Fig. 1: clock wiring as the flow saved it
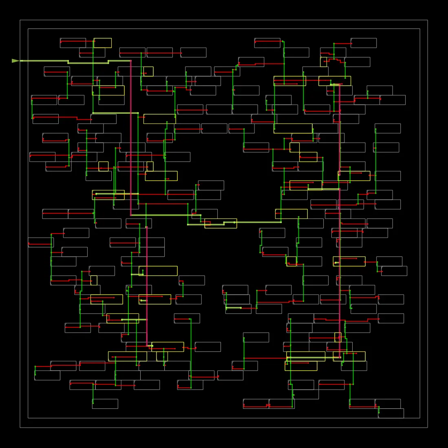
Fig. 2: pin map
Scale: 2 px per µm. Pins as bars across the die edge, other pins in gray.
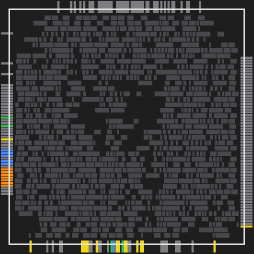
Fig. 3: signal wires on met2
Scale: 3 px per µm.
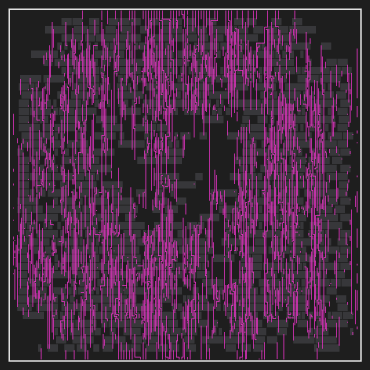
Fig. 4: placement by cell class
Scale: 3 px per µm. Fill, decap, tap and diode cells in gray.
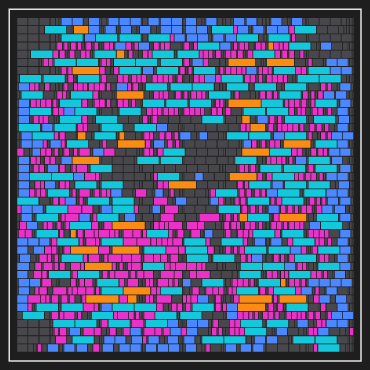
Fig. 5: clock wires, drivers and flops
Scale: 4 px per µm.
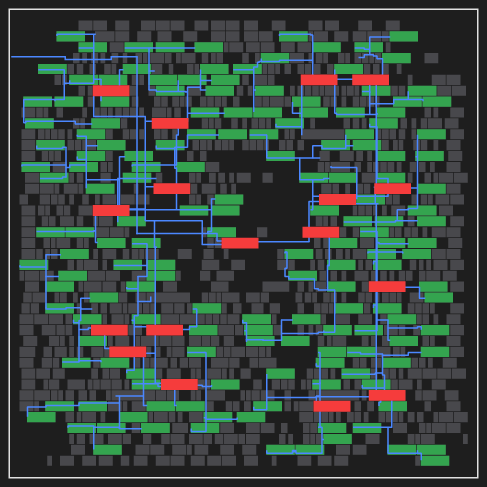
--- src/rtl/training_loader.sv ---
// Training-sample loader for the KNN distance calculator: one M*N-element sample per data_request edge.
// Optional shadow prefetch buffer enabled by defining TRAIN_LOADER_PREFETCH_EN.
module training_loader #(
   parameter int M            = 4,
   parameter int N            = 4,
   parameter int W            = 8,
   parameter int TYPE_W       = 4,
   parameter int MAX_ELEMENTS = 64,
   parameter int ADDR_W       = 16,
   localparam int CNT_W       = $clog2(MAX_ELEMENTS + 1),
   localparam int TA_W        = $clog2(MAX_ELEMENTS),
   localparam int E           = M * N
) (
   input  logic                  clk,
   input  logic                  rst,
   input  logic                  start,
   input  logic [CNT_W-1:0]      num_samples,
   input  logic                  data_request,
   output logic                  mem_rd_en,
   output logic [ADDR_W-1:0]     mem_addr,
   input  logic [W-1:0]          mem_rdata,
   output logic                  type_rd_en,
   output logic [TA_W-1:0]       type_addr,
   input  logic [TYPE_W-1:0]     type_rdata,
   output logic [E-1:0][W-1:0]   training_data,
   output logic [TYPE_W-1:0]     training_data_type,
   output logic                  read_done,
   output logic [CNT_W-1:0]      sample_idx,
   output logic                  all_loaded
);

   localparam int CW = $clog2(E + 1);
   localparam int PW = ADDR_W + CNT_W;
   localparam logic [CNT_W-1:0] MAX_CNT = CNT_W'(MAX_ELEMENTS);
   localparam logic [CW-1:0]    LAST    = CW'(E);

   typedef enum logic [1:0] {IDLE, FETCH, DONE} state_t;

   state_t                 state_q, state_d;
   logic                   req_q, req_rise;
   logic [CNT_W-1:0]       cnt_q, cnt_d, idx_q, idx_d, idx_nx, clamp_cnt;
   logic                   all_q, all_d;
   logic [ADDR_W-1:0]      base_q, base_d;
   logic [CW-1:0]          c_q, c_d;
   logic [E-1:0][W-1:0]    data_q, data_d;
   logic [TYPE_W-1:0]      type_q, type_d;

`ifdef TRAIN_LOADER_PREFETCH_EN
   logic [E-1:0][W-1:0]    shd_data_q, shd_data_d;
   logic [TYPE_W-1:0]      shd_type_q, shd_type_d;
   logic                   shd_vld_q, shd_vld_d;
   logic                   pend_q, pend_d;
   logic                   rd_q, rd_d;
`endif

   // Sample base address, truncated to the memory address width.
   function automatic logic [ADDR_W-1:0] base_of(input logic [CNT_W-1:0] idx);
      logic [PW-1:0] prod;
      prod = PW'(idx) * PW'(E);
      return prod[ADDR_W-1:0];
   endfunction

   assign req_rise  = data_request & ~req_q;
   assign idx_nx    = idx_q + CNT_W'(1);
   assign clamp_cnt = (num_samples > MAX_CNT) ? MAX_CNT : num_samples;

   always_comb begin
      state_d    = state_q;
      cnt_d      = cnt_q;
      idx_d      = idx_q;
      all_d      = all_q;
      base_d     = base_q;
      c_d        = c_q;
      data_d     = data_q;
      type_d     = type_q;
      mem_rd_en  = 1'b0;
      mem_addr   = '0;
      type_rd_en = 1'b0;
      type_addr  = '0;
      read_done  = 1'b0;
`ifdef TRAIN_LOADER_PREFETCH_EN
      shd_data_d = shd_data_q;
      shd_type_d = shd_type_q;
      shd_vld_d  = shd_vld_q;
      pend_d     = pend_q;
      rd_d       = 1'b0;
      read_done  = rd_q;
`endif

      case (state_q)
         IDLE: begin
            if (start) begin
               idx_d = '0;
               all_d = 1'b0;
               cnt_d = clamp_cnt;
`ifdef TRAIN_LOADER_PREFETCH_EN
               shd_vld_d = 1'b0;
               pend_d    = 1'b0;
               if (clamp_cnt != '0) begin
                  state_d = FETCH;
                  c_d     = '0;
                  base_d  = '0;
               end
`endif
            end
`ifdef TRAIN_LOADER_PREFETCH_EN
            // Serve from the shadow and immediately prefetch the following sample.
            else if ((req_rise || pend_q) && shd_vld_q) begin
               data_d    = shd_data_q;
               type_d    = shd_type_q;
               rd_d      = 1'b1;
               idx_d     = idx_nx;
               shd_vld_d = 1'b0;
               pend_d    = 1'b0;
               if (idx_nx < cnt_q) begin
                  state_d = FETCH;
                  c_d     = '0;
                  base_d  = base_of(idx_nx);
               end
            end
`endif
            else if (req_rise) begin
               if (idx_q < cnt_q) begin
                  state_d = FETCH;
                  c_d     = '0;
                  base_d  = base_of(idx_q);
`ifdef TRAIN_LOADER_PREFETCH_EN
                  pend_d  = 1'b1;
`endif
               end else begin
                  all_d = 1'b1;
               end
            end
         end

         FETCH: begin
            if (c_q < LAST) begin
               mem_rd_en = 1'b1;
               mem_addr  = base_q + ADDR_W'(c_q);
            end
            if (c_q == '0) begin
               type_rd_en = 1'b1;
               type_addr  = TA_W'(idx_q);
            end
            // Read data lags the strobe by one cycle, so counter value j+1 carries element j.
`ifdef TRAIN_LOADER_PREFETCH_EN
            for (int unsigned j = 0; j < E; j++)
               if (c_q == CW'(j + 1)) shd_data_d[j] = mem_rdata;
            if (c_q == CW'(1)) shd_type_d = type_rdata;
            if (req_rise && (idx_q < cnt_q)) pend_d = 1'b1;
`else
            for (int unsigned j = 0; j < E; j++)
               if (c_q == CW'(j + 1)) data_d[j] = mem_rdata;
            if (c_q == CW'(1)) type_d = type_rdata;
`endif
            if (c_q == LAST) begin
`ifdef TRAIN_LOADER_PREFETCH_EN
               state_d   = IDLE;
               shd_vld_d = 1'b1;
`else
               state_d   = DONE;
`endif
            end else begin
               c_d = c_q + CW'(1);
            end
         end

         DONE: begin
            read_done = 1'b1;
            if (idx_q < cnt_q) idx_d = idx_nx;
            state_d = IDLE;
         end

         default: state_d = IDLE;
      endcase
   end

   always_ff @(posedge clk) begin
      if (rst) begin
         state_q <= IDLE;
         req_q   <= 1'b0;
         cnt_q   <= '0;
         idx_q   <= '0;
         all_q   <= 1'b0;
         base_q  <= '0;
         c_q     <= '0;
         data_q  <= '0;
         type_q  <= '0;
`ifdef TRAIN_LOADER_PREFETCH_EN
         shd_data_q <= '0;
         shd_type_q <= '0;
         shd_vld_q  <= 1'b0;
         pend_q     <= 1'b0;
         rd_q       <= 1'b0;
`endif
      end else begin
         state_q <= state_d;
         req_q   <= data_request;
         cnt_q   <= cnt_d;
         idx_q   <= idx_d;
         all_q   <= all_d;
         base_q  <= base_d;
         c_q     <= c_d;
         data_q  <= data_d;
         type_q  <= type_d;
`ifdef TRAIN_LOADER_PREFETCH_EN
         shd_data_q <= shd_data_d;
         shd_type_q <= shd_type_d;
         shd_vld_q  <= shd_vld_d;
         pend_q     <= pend_d;
         rd_q       <= rd_d;
`endif
      end
   end

   assign training_data      = data_q;
   assign training_data_type = type_q;
   assign sample_idx         = idx_q;
   assign all_loaded         = all_q;

endmodule

--- config.mk ---
export PLATFORM = sky130hd
export DESIGN_NAME = training_loader
export DESIGN_NICKNAME = d
export VERILOG_FILES = /design/src/rtl/training_loader.sv
export SDC_FILE = /design/constraint.sdc
export NUM_CORES = 1
export LEC_CHECK = 0
export CAP_MARGIN = 20
export CORE_MARGIN = 2
export CORE_UTILIZATION = 51
export CTS_BUF_LIST = sky130_fd_sc_hd__clkbuf_4 sky130_fd_sc_hd__clkbuf_8 sky130_fd_sc_hd__clkbuf_16
export DETAILED_ROUTE_END_ITERATION = 6
export PLACE_DENSITY = 0.85
export SLEW_MARGIN = 25
export SYNTH_ARGS = -nofsm -noshare
export SYNTH_HDL_FRONTEND = slang
export SYNTH_SLANG_ARGS = --single-unit
--- constraint.sdc ---
create_clock -name clk -period 5.08 [get_ports clk]
set_input_delay 1.016 -clock clk [delete_from_list [all_inputs] [get_ports clk]]
set_output_delay 1.016 -clock clk [all_outputs]
set_load 0.02 [all_outputs]
==> job_summary.md <==
## Synthesis and layout report

| Metric | Value |
|---|---|
| WL/cell | 17.0 µm |
| Final Hold Fails | 0 |
| Clock Sinks | 162 |
| Top-area cell type share of the netlist area | 50.0% |
| Fill count | 1008 |
| Yosys simple share | 25.3% |
| Post-route setup slack | 1.47 ns |
| # diodes | 0 |
| Register Area | 3240 µm² |
| Vias in the first global route | 5651 |
| CP Capture Type | output pin |
| Sw frac | 21.9% |
| Clock Skew | 0.00758 ns |
| Comb. pwr | 154 µW |
| DR pass1 iterations | 5 |
| Synth Instances | 797 |
| AO/OA Area Share | 13.4% |
| Sequential cell fraction of total power | 45.8% |
| DP Worst Slack | 1.94 ns |
| Die width | 117 µm |
| Cells in synth_stat.txt | 797 |
| # clk buffers | 22 |
| Final HPWL DP | 12.2 mm |
| Number of I/O pins | 188 |
| Die extent in y | 117 µm |
| N_taps | 172 |
| Post-synth EDFFs | 0 |
| Detailed router's first-iteration violation count | 756 |
| Buf/Inv on CP | 1 |
| Mux share | 2.80% |
| Outcome | finished, final reports clean |
| Number of remaining DRC errors | 0 |
| Fraction of area in multi-input gates | 32.5% |
| Core utilization at floorplan | 51.8% |
| Worst VDD drop | 197 µV |
| Ys async rst share | 0% |
| #FFs+latches synth | 162 |
| Post-layout util | 71.3% |
| Clock network area share | 7.08% |
| Sequence of cells on the critical path | nor3b_1 -> nor3b_2 -> and3_1 -> clkdlybuf4s50_1 |
| Rows | 41 |
| WL final | 19.1 mm |
| Fa+ha+maj area frac | 2.32% |
| Most used DFF post-synth | dfxtp_1 |
| WS Path Type | reg2out |
| Relative max-transition margin | 35.9% |
| Detail Route Antenna Nets | 0 |
| Final period util | 71.1% |
| Pin count of the biggest net entering global routing | 107 |
| CP Data Required Time | 4.06 ns |
| Layout cells sized above 1 | 5.37% |
| CP Max Fanout | 10 |
| R2r setup slk | 2.56 ns |
| Comb area | 2900 µm² |
| Crit path largest cell delay | 0.61 ns |
| Sw Pwr | 612 µW |
| Final setup TNS | 0 ns |
| Clk root buf | clkbuf_16 |
| Gr usage total | 27.7% |
| Seq pwr | 1280 µW |
| Non-clock inverter total of the final layout | 13 |
| Internal | 2180 µW |
| Distinct lib cells | 48 |
| Antenna violations before repair | 0 |
| Slew @ Worst Pin | 0.958 ns |
| Tool warnings | 31 |
| Area delta synth->final | 37.7% |
| Via density | 5.55 |
| Min-delay worst type | reg2reg |
| Post-CTS sizing | 0 |
| First-pass GRT wire length | 29.2 mm |
About Fig. 1:
power in the clock group: 1360 µW
total CTS buffers: 17
FF+latch count: 162
Clock Latency Late Sink: 0.42 ns

About Fig. 2:
| color | port | pins | direction | edge |
|---|---|---|---|---|
| green | `type_rdata` | 4 | input | 2 left, 2 bottom |
| yellow | `mem_addr` | 16 | output | 14 bottom, 1 right, 1 left |
| blue | `type_addr` | 6 | output | 5 left, 1 bottom |
| orange | `num_samples` | 7 | input | left |
all pins by edge: 63 right, 44 left, 44 top, 37 bottom

About Fig. 3:
main direction: vertical
longest straight run: 38.4 µm
share of all routed wire: 46%
nets with wire on the layer: 795

About Fig. 4:
| color | class | cells | share of their area |
|---|---|---|---|
| blue | other buffers and delay cells | 191 | 22% |
| magenta | all other logic | 565 | 34% |
| cyan | flip-flops | 162 | 37% |
| orange | clock drivers and dummy loads | 32 | 7.3% |

About Fig. 5:
[blue] clock wires | length: 1790 µm
[red] cells driving clock nets | count: 17
[green] flip-flops | count: 162
flops lie: all over the die
routed clock nets: 18

[synth_stat cells (2+ instances only)]
| master | instances |
|---|---|
| dfxtp_1 | 162 |
| nand2_1 | 151 |
| a21oi_1 | 136 |
| nand3_1 | 131 |
| clkbuf_1 | 48 |
| nor2_1 | 25 |
| mux2i_1 | 17 |
| inv_1 | 13 |
| and2_1 | 12 |
| buf_2 | 12 |
| ha_1 | 12 |
| and3_1 | 10 |
| buf_1 | 8 |
| buf_4 | 5 |
| o21ai_0 | 5 |
| nand2b_1 | 4 |
| nor3b_1 | 4 |
| a211oi_1 | 3 |
| and4_1 | 3 |
| nor3_1 | 3 |
| xnor2_1 | 3 |
| a31oi_1 | 2 |
| nor2b_1 | 2 |
| o21a_1 | 2 |
[metrics by stage]
| step | instance area (µm²) | power, µW | hold slack [ns] | cells |
|---|---|---|---|---|
| after global placement | 8290 | 1460 | 0.441 | 1090 |
| after global routing | 8930 | 2880 | 0.474 | 1122 |
| after detailed placement | 8290 | 1460 | 0.446 | 1090 |
| final | 8930 | 2800 | 0.453 | 1122 |
| after CTS | 8920 | 2800 | 0.454 | 1122 |
| after floorplan | 6500 | 1410 | 0.436 | 801 |
[path summary, 6_finish.rpt]
kind | start | cells after the start | end
min reg2reg | training_data[67] | 2 | training_data[67]
min | training_data[67] | 2 | training_data[67]
max reg2reg | state_q[0] | 6 | training_data[109]
max | state_q[0] | 4 | type_addr[5]
[state kept, by name, summed over array words and instances (netlist names)]
register            flops
training_data_type      4
sample_idx              7
base_q                  7
state_q                 2
req_q                   1
cnt_q                   7
training_data         128
c_q                     5
all_loaded              1
[metal layers]
metal  track usage (%)  vias up  part of all wire (%)
met4              11.8        0                   2.8
met2              43.1      315                    46
met1              36.2     2877                    42
met3              7.89       46                   9.1
li1                  -     2984                     -
met5                 0        -                     0
Power figures rest on the tool's default switching activity, not on a simulated workload.
